$ cat src/rtl/cdb_arbiter.sv
// -----------------------------------------------------------------------------
// cdb_arbiter
//
// Arbitrates the common data bus (CDB) between three completion sources:
// EX (ALU/branch results), LD (load data) and ST (store address/data done).
// Each source owns a one-entry holding slot behind a valid/ready handshake.
// Occupied slots are granted round-robin (EX -> LD -> ST), and one registered
// broadcast leaves the block per enabled cycle. A branch clear empties every
// slot and cancels the broadcast.
//
// Ports:
//   clk_in, rst_in             clock, synchronous active-high reset
//   rdy_in                     global enable; low freezes every register
//   clear_branch_in            mispredict flush
//   ex_*                       EX request: valid/ready, rob_pos, res, jump_en, jump_a
//   ld_*                       LD request: valid/ready, rob_pos, res
//   st_*                       ST request: valid/ready, rob_pos
//   cdb_*_out                  registered broadcast: valid, kind, rob_pos, res,
//                              jump_en, jump_a
//   conflict_cnt_out           saturating count of cycles with >= 2 slots occupied
// -----------------------------------------------------------------------------
module cdb_arbiter #(
    parameter int WORD_W    = 32,
    parameter int ADDR_W    = 32,
    parameter int ROB_IDX_W = 4,
    parameter int CNT_W     = 16
) (
    input  logic                 clk_in,
    input  logic                 rst_in,
    input  logic                 rdy_in,
    input  logic                 clear_branch_in,
    input  logic                 ex_valid_in,
    output logic                 ex_ready_out,
    input  logic [ROB_IDX_W-1:0] ex_rob_pos_in,
    input  logic [WORD_W-1:0]    ex_res_in,
    input  logic                 ex_jump_en_in,
    input  logic [ADDR_W-1:0]    ex_jump_a_in,
    input  logic                 ld_valid_in,
    output logic                 ld_ready_out,
    input  logic [ROB_IDX_W-1:0] ld_rob_pos_in,
    input  logic [WORD_W-1:0]    ld_res_in,
    input  logic                 st_valid_in,
    output logic                 st_ready_out,
    input  logic [ROB_IDX_W-1:0] st_rob_pos_in,
    output logic                 cdb_valid_out,
    output logic [1:0]           cdb_kind_out,
    output logic [ROB_IDX_W-1:0] cdb_rob_pos_out,
    output logic [WORD_W-1:0]    cdb_res_out,
    output logic                 cdb_jump_en_out,
    output logic [ADDR_W-1:0]    cdb_jump_a_out,
    output logic [CNT_W-1:0]     conflict_cnt_out
);

    localparam logic [1:0] KIND_EX = 2'd0;
    localparam logic [1:0] KIND_LD = 2'd1;
    localparam logic [1:0] KIND_ST = 2'd2;

    // Round-robin successor in the EX -> LD -> ST ring.
    function automatic logic [1:0] next_ptr(input logic [1:0] kind);
        return (kind == KIND_ST) ? KIND_EX : kind + 2'd1;
    endfunction

    // Counter increment that sticks at all-ones instead of wrapping.
    function automatic logic [CNT_W-1:0] sat_inc(input logic [CNT_W-1:0] cnt);
        return (cnt == {CNT_W{1'b1}}) ? cnt : cnt + CNT_W'(1);
    endfunction

    // Holding slots (stage p0): occupancy plus payload
    logic                 occ_ex_p0, occ_ld_p0, occ_st_p0;
    logic [ROB_IDX_W-1:0] ex_pos_p0, ld_pos_p0, st_pos_p0;
    logic [WORD_W-1:0]    ex_res_p0, ld_res_p0;
    logic                 ex_jen_p0;
    logic [ADDR_W-1:0]    ex_ja_p0;

    logic [1:0]           rr_ptr;
    logic [CNT_W-1:0]     conflict_cnt;

    // Broadcast register (stage p1)
    logic                 cdb_vld_p1;
    logic [1:0]           cdb_kind_p1;
    logic [ROB_IDX_W-1:0] cdb_pos_p1;
    logic [WORD_W-1:0]    cdb_res_p1;
    logic                 cdb_jen_p1;
    logic [ADDR_W-1:0]    cdb_ja_p1;

    logic                 gnt_ex, gnt_ld, gnt_st, gnt_any;
    logic [1:0]           gnt_kind;
    logic [ROB_IDX_W-1:0] sel_pos;
    logic [WORD_W-1:0]    sel_res;
    logic                 sel_jen;
    logic [ADDR_W-1:0]    sel_ja;
    logic                 acc_ex, acc_ld, acc_st;
    logic                 conflict;

    // First occupied slot scanning circularly from rr_ptr. rr_ptr never
    // holds 3, but that encoding falls back to the EX-first order.
    always_comb begin
        gnt_ex = 1'b0;
        gnt_ld = 1'b0;
        gnt_st = 1'b0;
        case (rr_ptr)
            2'd1: begin
                if (occ_ld_p0)      gnt_ld = 1'b1;
                else if (occ_st_p0) gnt_st = 1'b1;
                else if (occ_ex_p0) gnt_ex = 1'b1;
            end
            2'd2: begin
                if (occ_st_p0)      gnt_st = 1'b1;
                else if (occ_ex_p0) gnt_ex = 1'b1;
                else if (occ_ld_p0) gnt_ld = 1'b1;
            end
            default: begin
                if (occ_ex_p0)      gnt_ex = 1'b1;
                else if (occ_ld_p0) gnt_ld = 1'b1;
                else if (occ_st_p0) gnt_st = 1'b1;
            end
        endcase
    end

    assign gnt_any  = gnt_ex | gnt_ld | gnt_st;
    assign gnt_kind = gnt_ld ? KIND_LD : (gnt_st ? KIND_ST : KIND_EX);

    // LD never redirects; ST carries no result and never redirects.
    always_comb begin
        sel_pos = ex_pos_p0;
        sel_res = ex_res_p0;
        sel_jen = ex_jen_p0;
        sel_ja  = ex_ja_p0;
        if (gnt_ld) begin
            sel_pos = ld_pos_p0;
            sel_res = ld_res_p0;
            sel_jen = 1'b0;
            sel_ja  = '0;
        end else if (gnt_st) begin
            sel_pos = st_pos_p0;
            sel_res = '0;
            sel_jen = 1'b0;
            sel_ja  = '0;
        end
    end

    // A slot being drained this edge can take a new entry (refill), so ready
    // depends on the grant but never on the source's own valid.
    assign ex_ready_out = rdy_in & ~clear_branch_in & (~occ_ex_p0 | gnt_ex);
    assign ld_ready_out = rdy_in & ~clear_branch_in & (~occ_ld_p0 | gnt_ld);
    assign st_ready_out = rdy_in & ~clear_branch_in & (~occ_st_p0 | gnt_st);

    assign acc_ex = ex_valid_in & ex_ready_out;
    assign acc_ld = ld_valid_in & ld_ready_out;
    assign acc_st = st_valid_in & st_ready_out;

    assign conflict = (occ_ex_p0 & occ_ld_p0) | (occ_ex_p0 & occ_st_p0) |
                      (occ_ld_p0 & occ_st_p0);

    // Control: occupancy, round-robin pointer, counter and broadcast register
    always_ff @(posedge clk_in) begin
        if (rst_in) begin
            occ_ex_p0    <= 1'b0;
            occ_ld_p0    <= 1'b0;
            occ_st_p0    <= 1'b0;
            rr_ptr       <= KIND_EX;
            conflict_cnt <= '0;
            cdb_vld_p1   <= 1'b0;
            cdb_kind_p1  <= '0;
            cdb_pos_p1   <= '0;
            cdb_res_p1   <= '0;
            cdb_jen_p1   <= 1'b0;
            cdb_ja_p1    <= '0;
        end else if (rdy_in) begin
            // Occupancy is sampled before this edge's update; flush does not
            // suppress the count.
            if (conflict)
                conflict_cnt <= sat_inc(conflict_cnt);
            if (clear_branch_in) begin
                occ_ex_p0  <= 1'b0;
                occ_ld_p0  <= 1'b0;
                occ_st_p0  <= 1'b0;
                rr_ptr     <= KIND_EX;
                cdb_vld_p1 <= 1'b0;
            end else begin
                occ_ex_p0 <= acc_ex | (occ_ex_p0 & ~gnt_ex);
                occ_ld_p0 <= acc_ld | (occ_ld_p0 & ~gnt_ld);
                occ_st_p0 <= acc_st | (occ_st_p0 & ~gnt_st);
                if (gnt_any) begin
                    cdb_vld_p1  <= 1'b1;
                    cdb_kind_p1 <= gnt_kind;
                    cdb_pos_p1  <= sel_pos;
                    cdb_res_p1  <= sel_res;
                    cdb_jen_p1  <= sel_jen;
                    cdb_ja_p1   <= sel_ja;
                    rr_ptr      <= next_ptr(gnt_kind);
                end else begin
                    cdb_vld_p1  <= 1'b0;
                end
            end
        end
    end

    // Slot payloads carry no reset; occupancy alone decides whether they matter.
    always_ff @(posedge clk_in) begin
        if (acc_ex) begin
            ex_pos_p0 <= ex_rob_pos_in;
            ex_res_p0 <= ex_res_in;
            ex_jen_p0 <= ex_jump_en_in;
            ex_ja_p0  <= ex_jump_a_in;
        end
        if (acc_ld) begin
            ld_pos_p0 <= ld_rob_pos_in;
            ld_res_p0 <= ld_res_in;
        end
        if (acc_st)
            st_pos_p0 <= st_rob_pos_in;
    end

    assign cdb_valid_out    = cdb_vld_p1;
    assign cdb_kind_out     = cdb_kind_p1;
    assign cdb_rob_pos_out  = cdb_pos_p1;
    assign cdb_res_out      = cdb_res_p1;
    assign cdb_jump_en_out  = cdb_jen_p1;
    assign cdb_jump_a_out   = cdb_ja_p1;
    assign conflict_cnt_out = conflict_cnt;

endmodule

$ cat config.mk
export PLATFORM = sky130hd
export DESIGN_NAME = cdb_arbiter
export DESIGN_NICKNAME = d
export VERILOG_FILES = /design/src/rtl/cdb_arbiter.sv
export SDC_FILE = /design/constraint.sdc
export NUM_CORES = 1
export LEC_CHECK = 0
export CORE_UTILIZATION = 48
export CTS_CLUSTER_DIAMETER = 60
export CTS_CLUSTER_SIZE = 20
export DETAILED_ROUTE_END_ITERATION = 8
export PLACE_DENSITY = 0.8
export SYNTH_ARGS = -nofsm -noshare
export SYNTH_HDL_FRONTEND = slang
export SYNTH_SLANG_ARGS = --single-unit
$ cat constraint.sdc
create_clock -name clk_in -period 4.7 [get_ports clk_in]
set_clock_uncertainty 0.15 [all_clocks]
set_input_delay 0.94 -clock clk_in [delete_from_list [all_inputs] [get_ports clk_in]]
set_output_delay 0.94 -clock clk_in [all_outputs]
set_load 0.005 [all_outputs]
Metal 2:
Cells faint in the background.
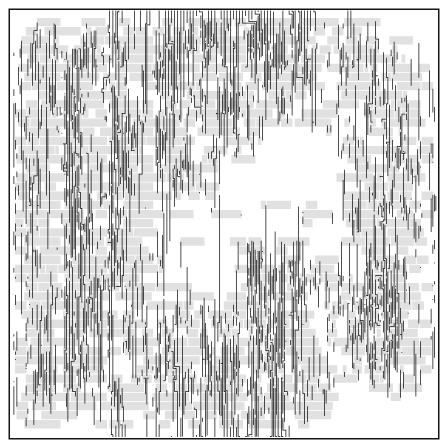
The longest straight run is 46.2 um. The wires run mostly vertical. The layer holds 50% of the routed length. The layer carries 9,050 um of wire. 809 nets have wire on it.
DR vias: 5,446
Total Wirelength: 18.2 mm
met2 GRT Util: 0.393

M4 wires:
Bar = 50 um. Cells faint in the background.
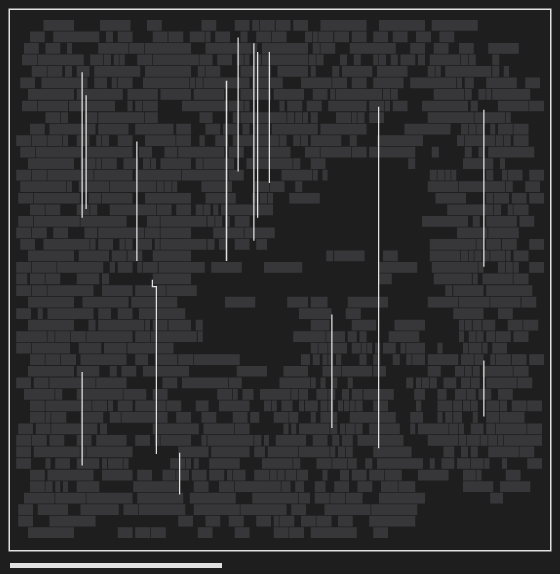
The wires run mostly vertical. The longest straight run is 80.2 um.

Metal layers overlaid:
Only two layers are drawn.
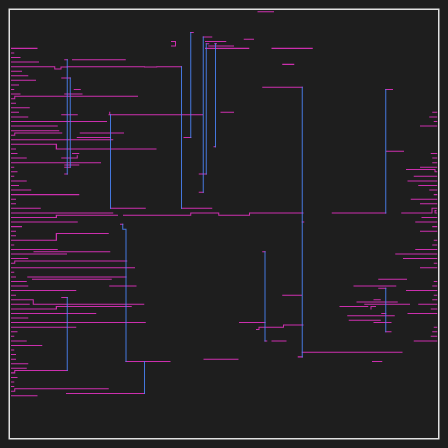
Key: met3 = magenta [wire length 1,610 um]; met4 = blue [wire length 507 um]
gr usage total: 0.226
routed length per instance: 18.1 um

Sizing map:
Bar = 50 um.
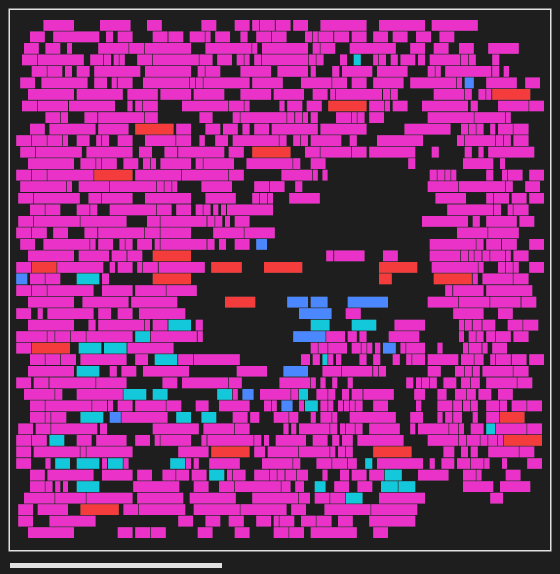
Key: drive 2 = cyan [cells 33, share 4.2%]; drive 6 and up = red [cells 20, share 2.5%]; drive 3 to 4 = blue [cells 13, share 1.6%]; drive 1 or less = magenta [cells 727, share 92%]
nonclk buf count: 212
Layout Area Growth over Synthesis: 34.4%
fin area: 0.0101 sq mm
final setup margin: 0.948 ns

==> flow_summary.json <==
{
  "synth_nets": 715,
  "cp-end-kind": "primary output",
  "ios": 207,
  "rsz0062_at_grt": "false",
  "r2r_start": "rr_ptr[0]",
  "ant_nets": 0,
  "drt-pass1-iter-count": 8,
  "clock-sinks": 202,
  "holdPathEnd": "cdb_jump_a_out[31]",
  "antenna_cells": 0,
  "postCtsSetupBuffers": 0,
  "status": "finished clean",
  "final.fill_count": 1148,
  "clkLatencyLatePin_ns": 0.48,
  "inv_count": 9,
  "synth_flops": 202,
  "dp_hpwl_mm": 12.1,
  "hp-class": "reg -> reg",
  "finalMaxSlewViolations": 0,
  "layout_min_cycle_time_ns": 3.75,
  "grt_antenna_before_repair": 0,
  "lay_top_count": "clkdlybuf4s50_1",
  "well_tap_count": 211,
  "crit_fanout": 10,
  "drc": 0,
  "ys_chip_area_sq_mm": 0.00754,
  "chip_area_sq_mm": 0.0162,
  "grtUsageMet1": 0.265,
  "yosysCellCount": 595,
  "yosys_most_used_dff": "edfxtp_1",
  "ir_worst_vdd_mv": 0.335,
  "comb_area_sq_mm": 0.00213,
  "synth_cell_types": 53,
  "crit_required_ns": 3.61,
  "seq_share": 0.506,
  "nNetsFinal": 905
}
## stage by stage
step,power [mW],utilization,worst slack [ns],instance area (sq um)
global route,3.57,0.664,0.820,10100
detailed placement,2.26,0.635,0.978,9690
CTS,3.47,0.664,0.926,10100
global placement,2.25,0.635,0.985,9690
floorplan,2.09,-,0.944,7540
finish,3.45,0.664,0.948,10100
## critical path: cells and delay by family (launching register included)
kind / cells / cell delay [ns]
AND-OR/OR-AND: 2 / 0.82
buffers and inverters: 2 / 0.54
flip-flops: 1 / 0.40
adder cells (fa/ha/maj): 1 / 0.42
## where the power goes
group          total [mW]  switching [mW]  internal (mW)
Sequential           1.93          0.0231           1.91
Combinational       0.283           0.130          0.153
Clock                1.23           0.619          0.610
Total                3.45           0.772           2.68
## Yosys cell counts (2+ instances only)
cell type	n	area [sq um]
dfxtp_1	93	1860
or3_1	2	12.5
nand4_1	6	37.5
a221oi_2	10	150
edfxtp_1	109	3270
nand2b_1	8	50.1
nor3b_1	2	15.0
mux2_2	4	45.0
nand2_1	49	184
a211oi_1	2	15.0
clkbuf_1	15	56.3
nor2_1	53	199
ha_1	4	50.1
nand3_1	41	205
o211ai_1	4	30.0
buf_2	9	45.0
xor2_1	5	43.8
inv_1	8	30.0
and4_1	3	26.3
buf_4	6	45.0
o21ai_0	7	35.0
nor3_1	28	140
and3_1	3	18.8
a221oi_1	22	193
nor3_2	10	100
xnor2_1	6	52.6
buf_6	8	90.1
o21a_1	2	15.0
a21oi_1	50	250
and2_1	3	18.8
## cell families after synthesis
logic type / Yosys count / share of synthesized area
buffers and inverters: 48 / 0.0378
multiplexers: 5 / 0.00730
flip-flops: 202 / 0.681
XOR/XNOR: 11 / 0.0128
adder cells (fa/ha/maj): 5 / 0.00796
AND-OR/OR-AND: 110 / 0.113
AND/OR/NAND/NOR: 214 / 0.140
Power figures rest on the tool's default switching activity, not on a simulated workload.
